--- src/rtl/control_unit_if.sv ---
//------------------------------------------------------------------------------
// control_unit_if : memory handshake, ALU flags and register-file controls
// Rev 1.0
//------------------------------------------------------------------------------
`default_nettype none

interface control_unit_if;
   logic        mem_req;
   logic        mem_we;
   logic        mem_ack;
   logic [15:0] mem_rdata;
   logic        z_flag;
   logic        c_flag;
   logic [15:0] ir;
   logic [1:0]  in_sel;
   logic [2:0]  src_sel;
   logic [2:0]  dst_sel;
   logic        in_en;
   logic        up_en;
   logic        lo_en;
   logic        pc_inc;
   logic        sp_inc;
   logic        sp_dec;
   logic        jp_en;
   logic        br_en;
   logic [2:0]  alu_op;
   logic        flags_we;
   logic        halted;
   logic        illegal;

   modport master (
      input  mem_ack, mem_rdata, z_flag, c_flag,
      output mem_req, mem_we, ir, in_sel, src_sel, dst_sel,
             in_en, up_en, lo_en, pc_inc, sp_inc, sp_dec, jp_en, br_en,
             alu_op, flags_we, halted, illegal
   );

   modport slave (
      output mem_ack, mem_rdata, z_flag, c_flag,
      input  mem_req, mem_we, ir, in_sel, src_sel, dst_sel,
             in_en, up_en, lo_en, pc_inc, sp_inc, sp_dec, jp_en, br_en,
             alu_op, flags_we, halted, illegal
   );
endinterface

`default_nettype wire

--- src/rtl/control_unit.sv ---
//------------------------------------------------------------------------------
// control_unit : tiny16 fetch/decode/execute sequencer driving regfile strobes
// Rev 1.0
//------------------------------------------------------------------------------
`default_nettype none

module control_unit (
   input  logic           clk,
   input  logic           rst,
   control_unit_if.master bus
);

   localparam logic [3:0] c_OP_NOP  = 4'h0;
   localparam logic [3:0] c_OP_MOV  = 4'h1;
   localparam logic [3:0] c_OP_LDU  = 4'h2;
   localparam logic [3:0] c_OP_LDL  = 4'h3;
   localparam logic [3:0] c_OP_LD   = 4'h4;
   localparam logic [3:0] c_OP_ST   = 4'h5;
   localparam logic [3:0] c_OP_PUSH = 4'h6;
   localparam logic [3:0] c_OP_POP  = 4'h7;
   localparam logic [3:0] c_OP_JMP  = 4'h8;
   localparam logic [3:0] c_OP_BR   = 4'h9;
   localparam logic [3:0] c_OP_ALU  = 4'hA;
   localparam logic [3:0] c_OP_HLT  = 4'hF;

   localparam logic [2:0] c_REG_PC  = 3'd0;
   localparam logic [2:0] c_REG_SP  = 3'd1;

   localparam logic [1:0] c_IN_IR   = 2'd0;
   localparam logic [1:0] c_IN_MEM  = 2'd1;
   localparam logic [1:0] c_IN_ALU  = 2'd2;
   localparam logic [1:0] c_IN_SRC  = 2'd3;

   typedef enum logic [2:0] {
      S_IDLE   = 3'd0,
      S_FETCH  = 3'd1,
      S_DECODE = 3'd2,
      S_EXEC   = 3'd3,
      S_MEM    = 3'd4,
      S_HALT   = 3'd5
   } state_t;

   state_t      r_state;
   logic [15:0] r_ir;

   // EXEC-phase Moore strobes, loaded on DECODE->EXEC and cleared the cycle after
   logic        r_in_en;
   logic        r_up_en;
   logic        r_lo_en;
   logic        r_sp_inc;
   logic        r_jp_en;
   logic        r_br_en;
   logic        r_flags_we;
   logic        r_illegal;

   logic [3:0]  w_op;
   logic [2:0]  w_rd;
   logic [2:0]  w_rs;
   logic        w_br_cond;
   logic        w_reserved;
   logic        w_mem_op;
   logic        w_mem_write;
   logic        w_mem_read_back;
   logic        w_in_decode;
   logic        w_fetch_done;
   logic        w_mem_done;
   logic [1:0]  w_in_sel;
   logic [2:0]  w_src_sel;
   logic [2:0]  w_dst_sel;

   assign w_op = r_ir[15:12];
   assign w_rd = r_ir[11:9];
   assign w_rs = r_ir[8:6];

   always_comb begin
      w_br_cond = 1'b0;
      case (r_ir[10:8])
         3'd0:    w_br_cond = 1'b1;
         3'd1:    w_br_cond = bus.z_flag;
         3'd2:    w_br_cond = ~bus.z_flag;
         3'd3:    w_br_cond = bus.c_flag;
         3'd4:    w_br_cond = ~bus.c_flag;
         default: w_br_cond = 1'b0;
      endcase
   end

   assign w_reserved      = (w_op >= 4'hB) && (w_op <= 4'hE);
   assign w_mem_write     = (w_op == c_OP_ST) || (w_op == c_OP_PUSH);
   assign w_mem_read_back = (w_op == c_OP_LD) || (w_op == c_OP_POP);
   assign w_mem_op        = w_mem_write || w_mem_read_back;

   always_ff @(posedge clk or posedge rst) begin
      if (rst) begin
         r_state    <= S_IDLE;
         r_ir       <= 16'h0000;
         r_in_en    <= 1'b0;
         r_up_en    <= 1'b0;
         r_lo_en    <= 1'b0;
         r_sp_inc   <= 1'b0;
         r_jp_en    <= 1'b0;
         r_br_en    <= 1'b0;
         r_flags_we <= 1'b0;
         r_illegal  <= 1'b0;
      end else begin
         r_in_en    <= 1'b0;
         r_up_en    <= 1'b0;
         r_lo_en    <= 1'b0;
         r_sp_inc   <= 1'b0;
         r_jp_en    <= 1'b0;
         r_br_en    <= 1'b0;
         r_flags_we <= 1'b0;
         r_illegal  <= 1'b0;
         case (r_state)
            S_IDLE: begin
               r_state <= S_FETCH;
            end
            S_FETCH: begin
               if (bus.mem_ack) begin
                  r_ir    <= bus.mem_rdata;
                  r_state <= S_DECODE;
               end
            end
            S_DECODE: begin
               r_state <= S_EXEC;
               case (w_op)
                  c_OP_MOV: r_in_en  <= 1'b1;
                  c_OP_LDU: r_up_en  <= 1'b1;
                  c_OP_LDL: r_lo_en  <= 1'b1;
                  c_OP_POP: r_sp_inc <= 1'b1;
                  c_OP_JMP: r_jp_en  <= 1'b1;
                  c_OP_BR:  r_br_en  <= w_br_cond;
                  c_OP_ALU: begin
                     r_in_en    <= 1'b1;
                     r_flags_we <= 1'b1;
                  end
                  default:  r_illegal <= w_reserved;
               endcase
            end
            S_EXEC: begin
               if (w_mem_op)
                  r_state <= S_MEM;
               else if (w_op == c_OP_HLT)
                  r_state <= S_HALT;
               else
                  r_state <= S_FETCH;
            end
            S_MEM: begin
               if (bus.mem_ack)
                  r_state <= S_FETCH;
            end
            S_HALT: begin
               r_state <= S_HALT;
            end
            default: begin
               r_state <= S_IDLE;
            end
         endcase
      end
   end

   assign w_in_decode  = (r_state == S_DECODE) || (r_state == S_EXEC) || (r_state == S_MEM);
   assign w_fetch_done = (r_state == S_FETCH) && bus.mem_ack;
   assign w_mem_done   = (r_state == S_MEM) && bus.mem_ack;

   // Selects depend only on ir and state, so they stay put while a request waits
   always_comb begin
      w_in_sel  = c_IN_IR;
      w_src_sel = c_REG_PC;
      w_dst_sel = c_REG_PC;
      if (w_in_decode) begin
         case (w_op)
            c_OP_MOV: begin
               w_in_sel  = c_IN_SRC;
               w_src_sel = w_rs;
               w_dst_sel = w_rd;
            end
            c_OP_LDU, c_OP_LDL: begin
               w_dst_sel = w_rd;
            end
            c_OP_LD: begin
               w_in_sel  = c_IN_MEM;
               w_src_sel = w_rs;
               w_dst_sel = w_rd;
            end
            c_OP_ST: begin
               w_src_sel = w_rs;
               w_dst_sel = w_rd;
            end
            c_OP_PUSH: begin
               w_src_sel = c_REG_SP;
               w_dst_sel = w_rd;
            end
            c_OP_POP: begin
               w_in_sel  = c_IN_MEM;
               w_src_sel = c_REG_SP;
               w_dst_sel = w_rd;
            end
            c_OP_ALU: begin
               w_in_sel  = c_IN_ALU;
               w_src_sel = w_rs;
               w_dst_sel = w_rd;
            end
            default: begin
               w_in_sel  = c_IN_IR;
               w_src_sel = c_REG_PC;
               w_dst_sel = c_REG_PC;
            end
         endcase
      end
   end

   assign bus.mem_req  = (r_state == S_FETCH) || (r_state == S_MEM);
   assign bus.mem_we   = (r_state == S_MEM) && w_mem_write;
   assign bus.ir       = r_ir;
   assign bus.in_sel   = w_in_sel;
   assign bus.src_sel  = w_src_sel;
   assign bus.dst_sel  = w_dst_sel;
   assign bus.in_en    = r_in_en || (w_mem_done && w_mem_read_back);
   assign bus.up_en    = r_up_en;
   assign bus.lo_en    = r_lo_en;
   assign bus.pc_inc   = w_fetch_done;
   assign bus.sp_inc   = r_sp_inc;
   assign bus.sp_dec   = w_mem_done && (w_op == c_OP_PUSH);
   assign bus.jp_en    = r_jp_en;
   assign bus.br_en    = r_br_en;
   assign bus.alu_op   = r_ir[2:0];
   assign bus.flags_we = r_flags_we;
   assign bus.halted   = (r_state == S_HALT);
   assign bus.illegal  = r_illegal;

endmodule

`default_nettype wire

--- src/flat_wrapper.sv ---
// flat-port wrapper written by rule: the top's interface ports become plain ports
module control_unit_flat 
  (clk, rst, bus_mem_ack, bus_mem_rdata, bus_z_flag, bus_c_flag, bus_mem_req, bus_mem_we, bus_ir, bus_in_sel, bus_src_sel, bus_dst_sel, bus_in_en, bus_up_en, bus_lo_en, bus_pc_inc, bus_sp_inc, bus_sp_dec, bus_jp_en, bus_br_en, bus_alu_op, bus_flags_we, bus_halted, bus_illegal);
  control_unit_if bus_i ();
  input  logic clk;
  input  logic rst;
  input wire logic [$bits(bus_i.mem_ack)-1:0] bus_mem_ack;
  input wire logic [$bits(bus_i.mem_rdata)-1:0] bus_mem_rdata;
  input wire logic [$bits(bus_i.z_flag)-1:0] bus_z_flag;
  input wire logic [$bits(bus_i.c_flag)-1:0] bus_c_flag;
  output wire logic [$bits(bus_i.mem_req)-1:0] bus_mem_req;
  output wire logic [$bits(bus_i.mem_we)-1:0] bus_mem_we;
  output wire logic [$bits(bus_i.ir)-1:0] bus_ir;
  output wire logic [$bits(bus_i.in_sel)-1:0] bus_in_sel;
  output wire logic [$bits(bus_i.src_sel)-1:0] bus_src_sel;
  output wire logic [$bits(bus_i.dst_sel)-1:0] bus_dst_sel;
  output wire logic [$bits(bus_i.in_en)-1:0] bus_in_en;
  output wire logic [$bits(bus_i.up_en)-1:0] bus_up_en;
  output wire logic [$bits(bus_i.lo_en)-1:0] bus_lo_en;
  output wire logic [$bits(bus_i.pc_inc)-1:0] bus_pc_inc;
  output wire logic [$bits(bus_i.sp_inc)-1:0] bus_sp_inc;
  output wire logic [$bits(bus_i.sp_dec)-1:0] bus_sp_dec;
  output wire logic [$bits(bus_i.jp_en)-1:0] bus_jp_en;
  output wire logic [$bits(bus_i.br_en)-1:0] bus_br_en;
  output wire logic [$bits(bus_i.alu_op)-1:0] bus_alu_op;
  output wire logic [$bits(bus_i.flags_we)-1:0] bus_flags_we;
  output wire logic [$bits(bus_i.halted)-1:0] bus_halted;
  output wire logic [$bits(bus_i.illegal)-1:0] bus_illegal;
  assign bus_i.mem_ack = bus_mem_ack;
  assign bus_i.mem_rdata = bus_mem_rdata;
  assign bus_i.z_flag = bus_z_flag;
  assign bus_i.c_flag = bus_c_flag;
  assign bus_mem_req = bus_i.mem_req;
  assign bus_mem_we = bus_i.mem_we;
  assign bus_ir = bus_i.ir;
  assign bus_in_sel = bus_i.in_sel;
  assign bus_src_sel = bus_i.src_sel;
  assign bus_dst_sel = bus_i.dst_sel;
  assign bus_in_en = bus_i.in_en;
  assign bus_up_en = bus_i.up_en;
  assign bus_lo_en = bus_i.lo_en;
  assign bus_pc_inc = bus_i.pc_inc;
  assign bus_sp_inc = bus_i.sp_inc;
  assign bus_sp_dec = bus_i.sp_dec;
  assign bus_jp_en = bus_i.jp_en;
  assign bus_br_en = bus_i.br_en;
  assign bus_alu_op = bus_i.alu_op;
  assign bus_flags_we = bus_i.flags_we;
  assign bus_halted = bus_i.halted;
  assign bus_illegal = bus_i.illegal;
  control_unit u_core (.clk(clk), .rst(rst), .bus(bus_i));
endmodule
--- config.mk ---
export PLATFORM = sky130hd
export DESIGN_NAME = control_unit_flat
export DESIGN_NICKNAME = d
export VERILOG_FILES = /design/src/rtl/control_unit_if.sv /design/src/rtl/control_unit.sv /design/src/flat_wrapper.sv
export SDC_FILE = /design/constraint.sdc
export NUM_CORES = 1
export LEC_CHECK = 0
export CAP_MARGIN = 25
export CORE_UTILIZATION = 40
export CTS_CLUSTER_SIZE = 28
export DETAILED_ROUTE_END_ITERATION = 10
export GPL_ROUTABILITY_DRIVEN = 0
export GPL_TIMING_DRIVEN = 0
export PLACE_DENSITY = 0.77
export SLEW_MARGIN = 15
export SYNTH_ARGS = -nofsm -noshare
export SYNTH_HDL_FRONTEND = slang
export SYNTH_SLANG_ARGS = --single-unit
--- constraint.sdc ---
create_clock -name clk -period 3.2 [get_ports clk]
set_clock_uncertainty 0.15 [all_clocks]
set_input_delay 0.96 -clock clk [delete_from_list [all_inputs] [get_ports clk]]
set_output_delay 0.96 -clock clk [all_outputs]
set_load 0.005 [all_outputs]
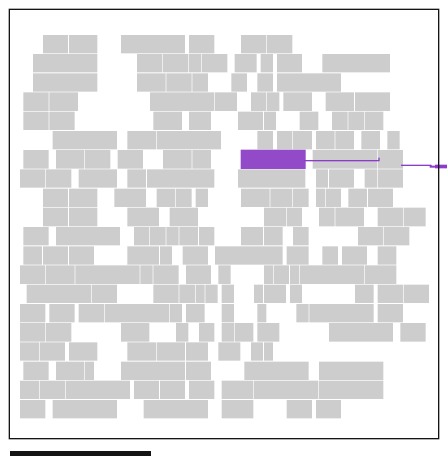
Figure 1: wires at chosen ports, followed through buffers.
Bar = 20 µm.
legend:
  bus_br_en:
    colour: purple
    bits: 1
    direction: output
    end_cells: 1
    buffers: 1
    wire: 15.9 µm
number of top-level pins: 61
IO Port Bufs: 60

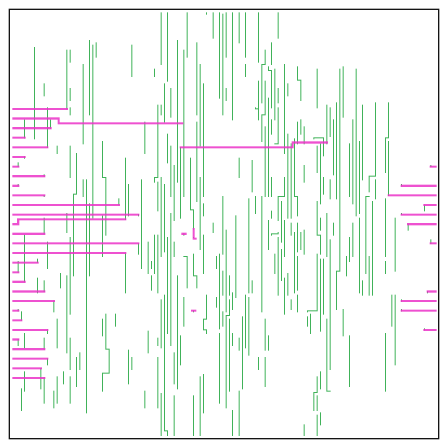
Figure 2: signal wires by layer.
Two of the layers only.
legend:
  M3:
    colour: magenta
    wire_length: 243 µm
  M2:
    colour: green
    wire_length: 1590 µm

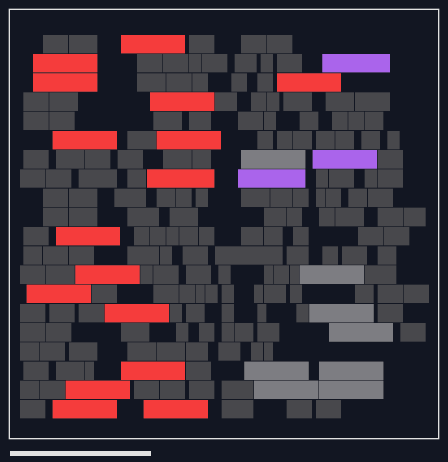
Figure 3: register map, names as in the netlist.
Bar = 20 µm. Other sequential cells in the stronger grey, the rest of the logic in the fainter grey.
legend:
  u_core.bus.ir:
    colour: red
    flops: 16
  u_core.r_state:
    colour: purple
    flops: 3
not coloured: 8
register area: 679.4 µm²
sequential power: 570 µW
share of cell area taken by flip-flops and latches: 0.3139
final core area utilization: 0.6865

==> COMMIT_EDITMSG <==
Add synthesis and place-and-route results

* Fin area: 2165 µm²
- Across the run, the number of max-cap violations was 0.
* Fraction of power consumed by sequential logic: 0.322
- In this run the tightest slew margin relative to its limit is 0.7253.
- Of all the cell area in the finished design, non-clock buffers hold 0.3312.
* Flops: 27
- Setup slack, reg-to-reg: 1480 ps
- Layout buffer count excluding clock buffers: 75
* Highest layer used for signal routing: met4
- Summed over all layers, the routed wires come to 3.212 mm.
* Post-synthesis instance total: 123
* Leading cell category by total area: buffers
- The first global-routing pass estimated 5.423 mm of wire.
- The number of global-route vias before repair is 1237.
- Detailed-route iteration 0 reported a violation count of 42.
* Kind of start point of the critical path: input pin
- FFs w/ async S/R, synth: 1.000
* Cells on Worst Hold Path: 1
- Yosys-reported design area after synthesis: 1373 µm²
- The number of clock sinks came to 27.
- The floorplan report lists the tap cell count as 44.
- For the pin with the worst max-slew slack, the measured transition is 406.4 ps.
* Library cell used as clock root buffer: sky130_fd_sc_hd__clkbuf_4
* Worst setup startpoint: bus_mem_ack
* Setup total negative slack: 0 ps
- Worst hold path startpoint: u_core.bus.ir[3]
- Top Family by Delay on Critical Path: buffers and inverters
- After synthesis, the design contains 123 cells according to Yosys.
* Via density: 5.025
- Synth cell count leaders: 27 x sky130_fd_sc_hd__dfrtp_1, 9 x sky130_fd_sc_hd__mux2_1, 8 x sky130_fd_sc_hd__nor3_1, 7 x sky130_fd_sc_hd__mux2_2, 7 x sky130_fd_sc_hd__nor2b_1
- Switching power as a fraction of the total was reported as 0.3582.
- Post-synth top flop: sky130_fd_sc_hd__dfrtp_1
- Clock tree from TritonCTS: yes
- Crit-path slowest cell: sky130_fd_sc_hd__clkdlybuf4s50_1
* Setup CP Type: in -> out
- Number of flip-flops under the largest register name: 16
* Wire length per cell: 13.55 µm
- Peak clock frequency supported by timing: 321.0 MHz
- Maximum single-stage delay on the critical path: 490 ps
- Nets@finish: 215
* Effective utilization at floorplan: 0.4353
- Die y size: 60.58 µm
* Floorplan die area: 3670 µm²
- Syn Area/Cell: 11.16 µm²
* Routing usage on met3: 0.04904
- Per the final layout report, the fraction of cells sized above drive strength 1 comes to 0.2228.
- The synthesis stat section lists a flop and latch total of 27.
* Cell breakdown of the critical path: buf_2, nand2b_4, nor3_2, a21o_1, clkdlybuf4s50_1
* Ratio of total power to cell area: 817.5 nW/µm²
- Entering global routing, the biggest net connects 28 pins.
- Fraction of power consumed by the clock network: 0.082
* Met3 WL post-DR: 242 µm
- Combinational-cell power consumption: 1.05 mW
- Number of core rows: 20
- The critical path in the final layout is reported with a setup slack of 85.21 ps.
- Clock transition at the registers of the reported paths: 140 ps
* Total of cells resized after clock tree synthesis: 19
- Area of the multi-input gates: 674.4 µm²
- Main area contributors: sky130_fd_sc_hd__dfrtp_1 49%, sky130_fd_sc_hd__mux2_1 7.4%, sky130_fd_sc_hd__mux2_2 5.7%
* Leading cell types in the layout, fill and taps excluded: 50 x sky130_fd_sc_hd__clkdlybuf4s50_1, 24 x sky130_fd_sc_hd__dfrtp_1, 9 x sky130_fd_sc_hd__mux2_1, 9 x sky130_fd_sc_hd__buf_4, 7 x sky130_fd_sc_hd__mux2_2
- Commonest non-fill, non-tap cell in the layout: sky130_fd_sc_hd__clkdlybuf4s50_1
* Top logic family: simple AND/OR/NAND/NOR gates
* Routed met1 length: 1.350 mm
* Filler instances: 261
* Capture point of the worst path: bus_in_en
- Area delta synth->final: 57.70%
- After detailed placement, the total cell area comes to 2028 µm².
* Hold Path Class: reg -> reg
- H-tree depth: 1
- Area leader, netlist: sky130_fd_sc_hd__dfrtp_1
- Width of the chip: 60.58 µm
- Clock tree cell share of total cell area: 0.01272
* Critical path data arrival time: 2000 ps
* Gr ovfl total: 0
- OpenROAD warning count: 27
- Post-synth seq share: 0.4923
- CORE AREA: 3153 µm²
- Worst-path fanout max: 5
- Count of nets left with antenna violations after detail routing: 0
- Number of setup violations in the final report: 0
* Final hold viol count: 0
* Combinational group share of total power: 0.596
* Inserted Diodes: 0
- Nets in the synthesized netlist: 144
- The endpoint identified for the worst register-to-register timing path is u_core.bus.ir[7].
- The first detailed-routing pass took 4 iterations.
* Top power group: combinational cells
- The detailed router reports a met2 wire length of 1.594 mm.
* Clock insertion delay at the later pin of the skew report: 320 ps
- The cell area that synthesis handed to floorplanning was 1373 µm².
- Of the total synthesized cell area, the portion taken by AND, OR, NAND and NOR gates is 0.2224.
* Worst setup EP type: output port
* RSZ-0062 raised after global routing: true
* Total of warnings raised by yosys: 0
- Worst hold endpoint: u_core.bus.ir[3]
- Portion of synthesized cell area occupied by the leading cell type: 0.4923
- Switching power: 633.9 µW
- Global routing usage summed across all routing layers: 0.1978
- The HPWL after detailed placement is 2.366 mm.
- The final max-slew violation count recorded for this run is 0.
* Hold Worst Slack: 366.9 ps
- Reg-to-Reg Start: u_core.r_state[2]
- Multiplexer share: 0.1531
- Count of vias placed by the detailed router: 1191
* Inverters, non-clock: 3
- Critical path buffer and inverter count: 2
- Across the VDD grid, the largest voltage drop is 0.4406 mV.
- In the power breakdown, the internal column shows 1.136 mW.
- Most repeated cell in the gate-level netlist after synthesis: sky130_fd_sc_hd__dfrtp_1
* Combinational gates: 84
- In this run, the synthesized area fraction spent on AND-OR/OR-AND gates is recorded as 0.07566.
* Synth Area in Adders: 0
* Dpl ws: -575.0 ps
* Clock group total power: 145 µW
* Final Cycle Share: 0.9734
- Met2 Use GR: 0.3454
* TritonCTS Buffers: 3
- Worst Reg2Reg Path Length in Cells: 5
- Number of cells after detailed placement: 227
* Data required, critical path: 2090 ps
- For this run, design rule violations remaining after detail routing come to 0.
* Count of non-filler cells in the finished layout: 237
* Final Critical Period: 3115 ps
- Clock buffers in the final layout number 3.
- Tot Pwr: 1.770 mW
* Logic gate fraction of the total cell area: 0.3116
- The run finished with clean final reports.
Power is estimated from default activity; no workload was simulated.
